<file path="src/rtl/issue_dispatch_if.sv">
// Rename-to-RS dispatch bundle: rename handshake, RS full flags, RS pushes and the shared payload bus.
interface issue_dispatch_if #(
  parameter int PAYLOAD_W = 128,
  parameter int NUM_ALU   = 2
);
  logic                 rn_valid;
  logic                 rn_ready;
  logic [2:0]           rn_cls;
  logic [PAYLOAD_W-1:0] rn_payload;
  logic [NUM_ALU-1:0]   alu_rs_full;
  logic                 lsu_rs_full;
  logic                 bru_rs_full;
  logic [NUM_ALU-1:0]   alu_issue_push;
  logic                 lsu_issue_push;
  logic                 bru_issue_push;
  logic [PAYLOAD_W-1:0] issue_payload;

  modport master (
    input  rn_valid, rn_cls, rn_payload, alu_rs_full, lsu_rs_full, bru_rs_full,
    output rn_ready, alu_issue_push, lsu_issue_push, bru_issue_push, issue_payload
  );

  modport slave (
    output rn_valid, rn_cls, rn_payload, alu_rs_full, lsu_rs_full, bru_rs_full,
    input  rn_ready, alu_issue_push, lsu_issue_push, bru_issue_push, issue_payload
  );
endinterface

</file>
<file path="src/rtl/issue_dispatch_ctrl.sv">
// One-entry dispatch register between rename and the reservation stations; steers by class,
// round-robins across ALU RS instances and counts stalled dispatch cycles.
module issue_dispatch_ctrl #(
  parameter int PAYLOAD_W    = 128,
  parameter int P_NUM_ALU_RS = 1,
  parameter int CNT_W        = 16
) (
  input  logic                clk,
  input  logic                rst,
  input  logic                flush,
  issue_dispatch_if.master    dif,
  output logic [CNT_W-1:0]    stall_cnt
);
  localparam int NUM_ALU = 1 << P_NUM_ALU_RS;
  localparam int PTR_W   = (P_NUM_ALU_RS > 0) ? P_NUM_ALU_RS : 1;

  logic                 hold_vld;
  logic [2:0]           hold_cls;
  logic [PAYLOAD_W-1:0] hold_payload;
  logic [PTR_W-1:0]     rr_ptr, alu_tgt, rr_nxt;
  logic                 alu_avail, is_alu, is_lsu, is_bru, avail, fire, accept;

  // Scan from rr_ptr upward; descending loop so the smallest offset wins.
  always_comb begin
    logic [PTR_W-1:0] idx;
    idx       = '0;
    alu_avail = 1'b0;
    alu_tgt   = '0;
    for (int off = NUM_ALU - 1; off >= 0; off--) begin
      idx = rr_ptr + PTR_W'(off);
      if (!dif.alu_rs_full[idx]) begin
        alu_avail = 1'b1;
        alu_tgt   = idx;
      end
    end
    rr_nxt = (NUM_ALU == 1) ? '0 : alu_tgt + 1'b1;
  end

  // Multi-hot class: lowest set bit wins.
  assign is_alu = hold_cls[0];
  assign is_lsu = hold_cls[1] & ~hold_cls[0];
  assign is_bru = hold_cls[2] & ~|hold_cls[1:0];

  assign avail  = (is_alu & alu_avail) | (is_lsu & ~dif.lsu_rs_full) | (is_bru & ~dif.bru_rs_full);
  assign fire   = rst & ~flush & hold_vld & avail;
  assign dif.rn_ready = rst & ~flush & (~hold_vld | fire);
  assign accept = dif.rn_valid & dif.rn_ready;

  for (genvar i = 0; i < NUM_ALU; i++) begin : g_alu_push
    assign dif.alu_issue_push[i] = fire & is_alu & (alu_tgt == PTR_W'(i));
  end
  assign dif.lsu_issue_push = fire & is_lsu;
  assign dif.bru_issue_push = fire & is_bru;
  assign dif.issue_payload  = hold_payload;

  always_ff @(posedge clk) begin
    if (!rst) begin
      hold_vld     <= 1'b0;
      hold_cls     <= '0;
      hold_payload <= '0;
      rr_ptr       <= '0;
      stall_cnt    <= '0;
    end else if (flush) begin
      hold_vld <= 1'b0;
      rr_ptr   <= '0;
    end else begin
      // A class-less instruction is consumed but never becomes valid.
      if (accept) begin
        hold_vld     <= |dif.rn_cls;
        hold_cls     <= dif.rn_cls;
        hold_payload <= dif.rn_payload;
      end else if (fire) begin
        hold_vld <= 1'b0;
      end
      if (fire && is_alu)
        rr_ptr <= rr_nxt;
      if (hold_vld && !avail && !(&stall_cnt))
        stall_cnt <= stall_cnt + CNT_W'(1);
    end
  end
endmodule

</file>
<file path="src/flat_wrapper.sv">
// flat-port wrapper written by rule: the top's interface ports become plain ports
module issue_dispatch_ctrl_flat 
#(
  parameter int PAYLOAD_W    = 128,
  parameter int P_NUM_ALU_RS = 1,
  parameter int CNT_W        = 16
)
  (clk, rst, flush, stall_cnt, dif_rn_valid, dif_rn_cls, dif_rn_payload, dif_alu_rs_full, dif_lsu_rs_full, dif_bru_rs_full, dif_rn_ready, dif_alu_issue_push, dif_lsu_issue_push, dif_bru_issue_push, dif_issue_payload);
  issue_dispatch_if #(.PAYLOAD_W(PAYLOAD_W), .NUM_ALU((2))) dif_i ();
  input  logic clk;
  input  logic rst;
  input  logic flush;
  output logic [CNT_W-1:0] stall_cnt;
  input wire logic [$bits(dif_i.rn_valid)-1:0] dif_rn_valid;
  input wire logic [$bits(dif_i.rn_cls)-1:0] dif_rn_cls;
  input wire logic [$bits(dif_i.rn_payload)-1:0] dif_rn_payload;
  input wire logic [$bits(dif_i.alu_rs_full)-1:0] dif_alu_rs_full;
  input wire logic [$bits(dif_i.lsu_rs_full)-1:0] dif_lsu_rs_full;
  input wire logic [$bits(dif_i.bru_rs_full)-1:0] dif_bru_rs_full;
  output wire logic [$bits(dif_i.rn_ready)-1:0] dif_rn_ready;
  output wire logic [$bits(dif_i.alu_issue_push)-1:0] dif_alu_issue_push;
  output wire logic [$bits(dif_i.lsu_issue_push)-1:0] dif_lsu_issue_push;
  output wire logic [$bits(dif_i.bru_issue_push)-1:0] dif_bru_issue_push;
  output wire logic [$bits(dif_i.issue_payload)-1:0] dif_issue_payload;
  assign dif_i.rn_valid = dif_rn_valid;
  assign dif_i.rn_cls = dif_rn_cls;
  assign dif_i.rn_payload = dif_rn_payload;
  assign dif_i.alu_rs_full = dif_alu_rs_full;
  assign dif_i.lsu_rs_full = dif_lsu_rs_full;
  assign dif_i.bru_rs_full = dif_bru_rs_full;
  assign dif_rn_ready = dif_i.rn_ready;
  assign dif_alu_issue_push = dif_i.alu_issue_push;
  assign dif_lsu_issue_push = dif_i.lsu_issue_push;
  assign dif_bru_issue_push = dif_i.bru_issue_push;
  assign dif_issue_payload = dif_i.issue_payload;
  issue_dispatch_ctrl #(.PAYLOAD_W(PAYLOAD_W), .P_NUM_ALU_RS(P_NUM_ALU_RS), .CNT_W(CNT_W)) u_core (.clk(clk), .rst(rst), .flush(flush), .dif(dif_i), .stall_cnt(stall_cnt));
endmodule
</file>
<file path="config.mk">
export PLATFORM = sky130hd
export DESIGN_NAME = issue_dispatch_ctrl_flat
export DESIGN_NICKNAME = d
export VERILOG_FILES = /design/src/rtl/issue_dispatch_if.sv /design/src/rtl/issue_dispatch_ctrl.sv /design/src/flat_wrapper.sv
export SDC_FILE = /design/constraint.sdc
export NUM_CORES = 1
export LEC_CHECK = 0
export CAP_MARGIN = 20
export CELL_PAD_IN_SITES_DETAIL_PLACEMENT = 1
export CELL_PAD_IN_SITES_GLOBAL_PLACEMENT = 1
export CORE_MARGIN = 2
export CORE_UTILIZATION = 29
export DETAILED_ROUTE_END_ITERATION = 10
export PLACE_DENSITY = 0.87
export SYNTH_ARGS = -nofsm -noshare
export SYNTH_HDL_FRONTEND = slang
export SYNTH_SLANG_ARGS = --single-unit
</file>
<file path="constraint.sdc">
create_clock -name clk -period 4.6 [get_ports clk]
set_input_delay 0.46 -clock clk [delete_from_list [all_inputs] [get_ports clk]]
set_output_delay 0.46 -clock clk [all_outputs]
set_load 0.1 [all_outputs]
</file>
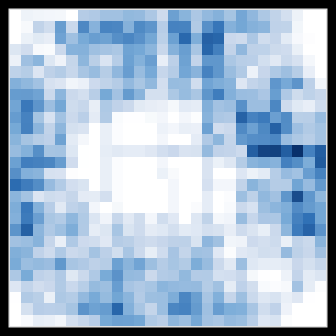
(wire density map)
The die is cut into 28 by 28 equal tiles; white is low, dark blue is high, scaled to the fullest tile. Values are wire area over tile area, all layers added.
12% of the tiles are nearly empty. 18% of the tiles are over half the peak. The emptiest ninth of the die: middle. The mean over all tiles is 0.15.

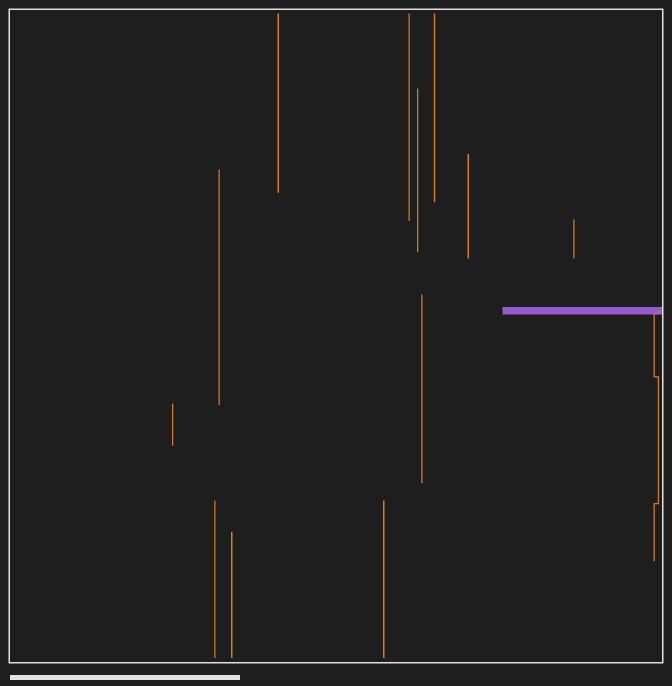
(metal layers overlaid)
Bar = 50 um. Two of the layers only.
Key: orange = metal 4 [wire length 443 um]; purple = metal 5 [wire length 33.1 um]
total global-route track usage: 17.8%
Vias: 5641
Routed WL per cell: 15.6 um

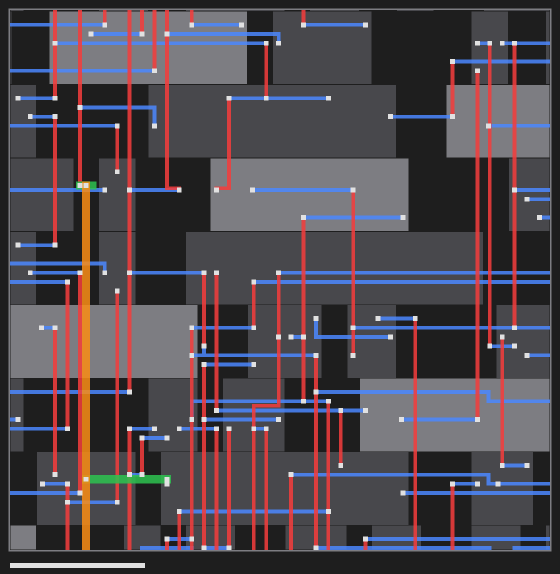
(close-up of the layout)
Bar = 5 um. Window x 97 to 117, y 97 to 117 um. Cells in gray, sequential cells in the stronger gray; small squares are vias.
Key: red = metal 2; blue = metal 1; orange = metal 4; green = metal 3
Sequential cells in the window: 5. 22 logic cells have their middle in the window. Most frequent: dfxtp_1 (5), nand2_1 (3). Netlist names of flops here include `u_core.stall_cnt` (4), `u_core.dif.issue_payload` (1).

[registers in the layout, summed over array words and instances, names as in the netlist]
| name | flops |
|---|---|
| u_core.hold_cls | 3 |
| u_core.hold_vld | 1 |
| u_core.rr_ptr | 1 |
| u_core.stall_cnt | 16 |
| u_core.dif.issue_payload | 128 |
[cells by family (layout without fill, tap and decap cells)]
family                   after synthesis  count (layout)  share of synthesized area [%]
AND-OR/OR-AND                        157             157                           15.1
flip-flops                           149             149                           54.0
multiplexers                           6               6                           1.09
AND/OR/NAND/NOR                      326             326                           24.3
adder cells (fa/ha/maj)                1               1                          0.226
XOR/XNOR                               1               1                          0.159
buffers and inverters                 52             325                           5.12
[metrics by stage]
step	power [mW]	instance area [um^2]	setup WS [ps]	hold slack, ps	utilization, %
after global routing	3.88	9120	1170	470	48.7
after CTS	3.78	9120	1210	452	48.7
after global placement	2.23	8480	1260	434	45.3
after detailed placement	2.24	8480	1220	443	45.3
after floorplan	1.97	5530	3.08	440	-
final	3.74	9120	1200	448	48.7
[layer usage]
| layer | vias to the layer above | wire length (um) |
|---|---|---|
| li1 | 2803 | - |
| met1 | 2640 | 7650 |
| met2 | 166 | 9400 |
| met3 | 30 | 1150 |
| met4 | 2 | 443 |
| met5 | - | 33 |
[power groups by stage]
stage               clock, mW  combinational (mW)  sequential, mW
floorplan                   0               0.106            1.86
global placement            0               0.812            1.41
detailed placement          0               0.820            1.42
CTS                      1.57               0.823            1.39
global route             1.63               0.849            1.40
finish                   1.53               0.817            1.39
[area by class of cell]
class                      count  area [um^2]
multi-input combinational    491         2260
sequential                   149         2980
fill                        2183         9590
clock buffer                  18          439
inverter                       4         15.0
timing repair buffer         292         2930
clock inverter                11          201
tap                          234          293
==> GITHUB_STEP_SUMMARY <==
## Synthesis and layout report

| Metric | Value |
|---|---|
| Status | `completed` |
| Type of the worst min-delay path | `reg -> reg` |
| Fp_density | `~30%` |
| Slowest stage delay, CP | `1150 ps` |
| Top cell type by total area after synthesis | `dfxtp_1` |
| Antenna violations before repair | `0` |
| Final Cycle Share | `between 70 and 80%` |
| Kind of critical path | `in -> out` |
| Setup TNS | `0 ps` |
| Final setup viols | `0` |
| CP endpoint kind | `output port` |
| TritonCTS clock tree | `yes` |
| Final Net Count | `1095` |
| Lkg Pwr | `3.25 nW` |
| Distinct cells, synth | `40` |
| Yosys cell count | `about 690` |
| Final Slew Violations | `0` |
| Vias in the first global route | `5488` |
| FF-to-FF path depth | `5` |
| Net switching power | `1.17 mW` |
| Post-placement cell count | `1170` |
| Critical Path Start | `dif_bru_rs_full` |
| Maxcap violations | `0` |
| Die area | `20200 um^2` |
| Worst r2r src | `u_core.stall_cnt[4]` |
| Final Non-Filler Cells | `roughly 1200` |
| Worst path arrival time | `just under 3000 ps` |
| Hold_buf cts | `0` |
| Clk network pwr share | `41.0%` |
| Top Layout Cells | `283 x clkdlybuf4s50_1, 277 x nand2_1, 149 x dfxtp_1, 100 x o21ai_0, 36 x o21ai_1` |
| Synth Warn # | `0` |
| Syn Inst Count | `a little under 700` |
| Crit path buf inv count | `2` |
| Post-CTS setup buffer count | `0` |
| Synth Register Bits | `149` |
| Routed vias/inst | `4.70` |
| Setup crit end | `dif_rn_ready` |
| CP Depth | `5` |
| Sink of the worst hold path | `u_core.dif.issue_payload[119]` |
Power is estimated from default activity; no workload was simulated.
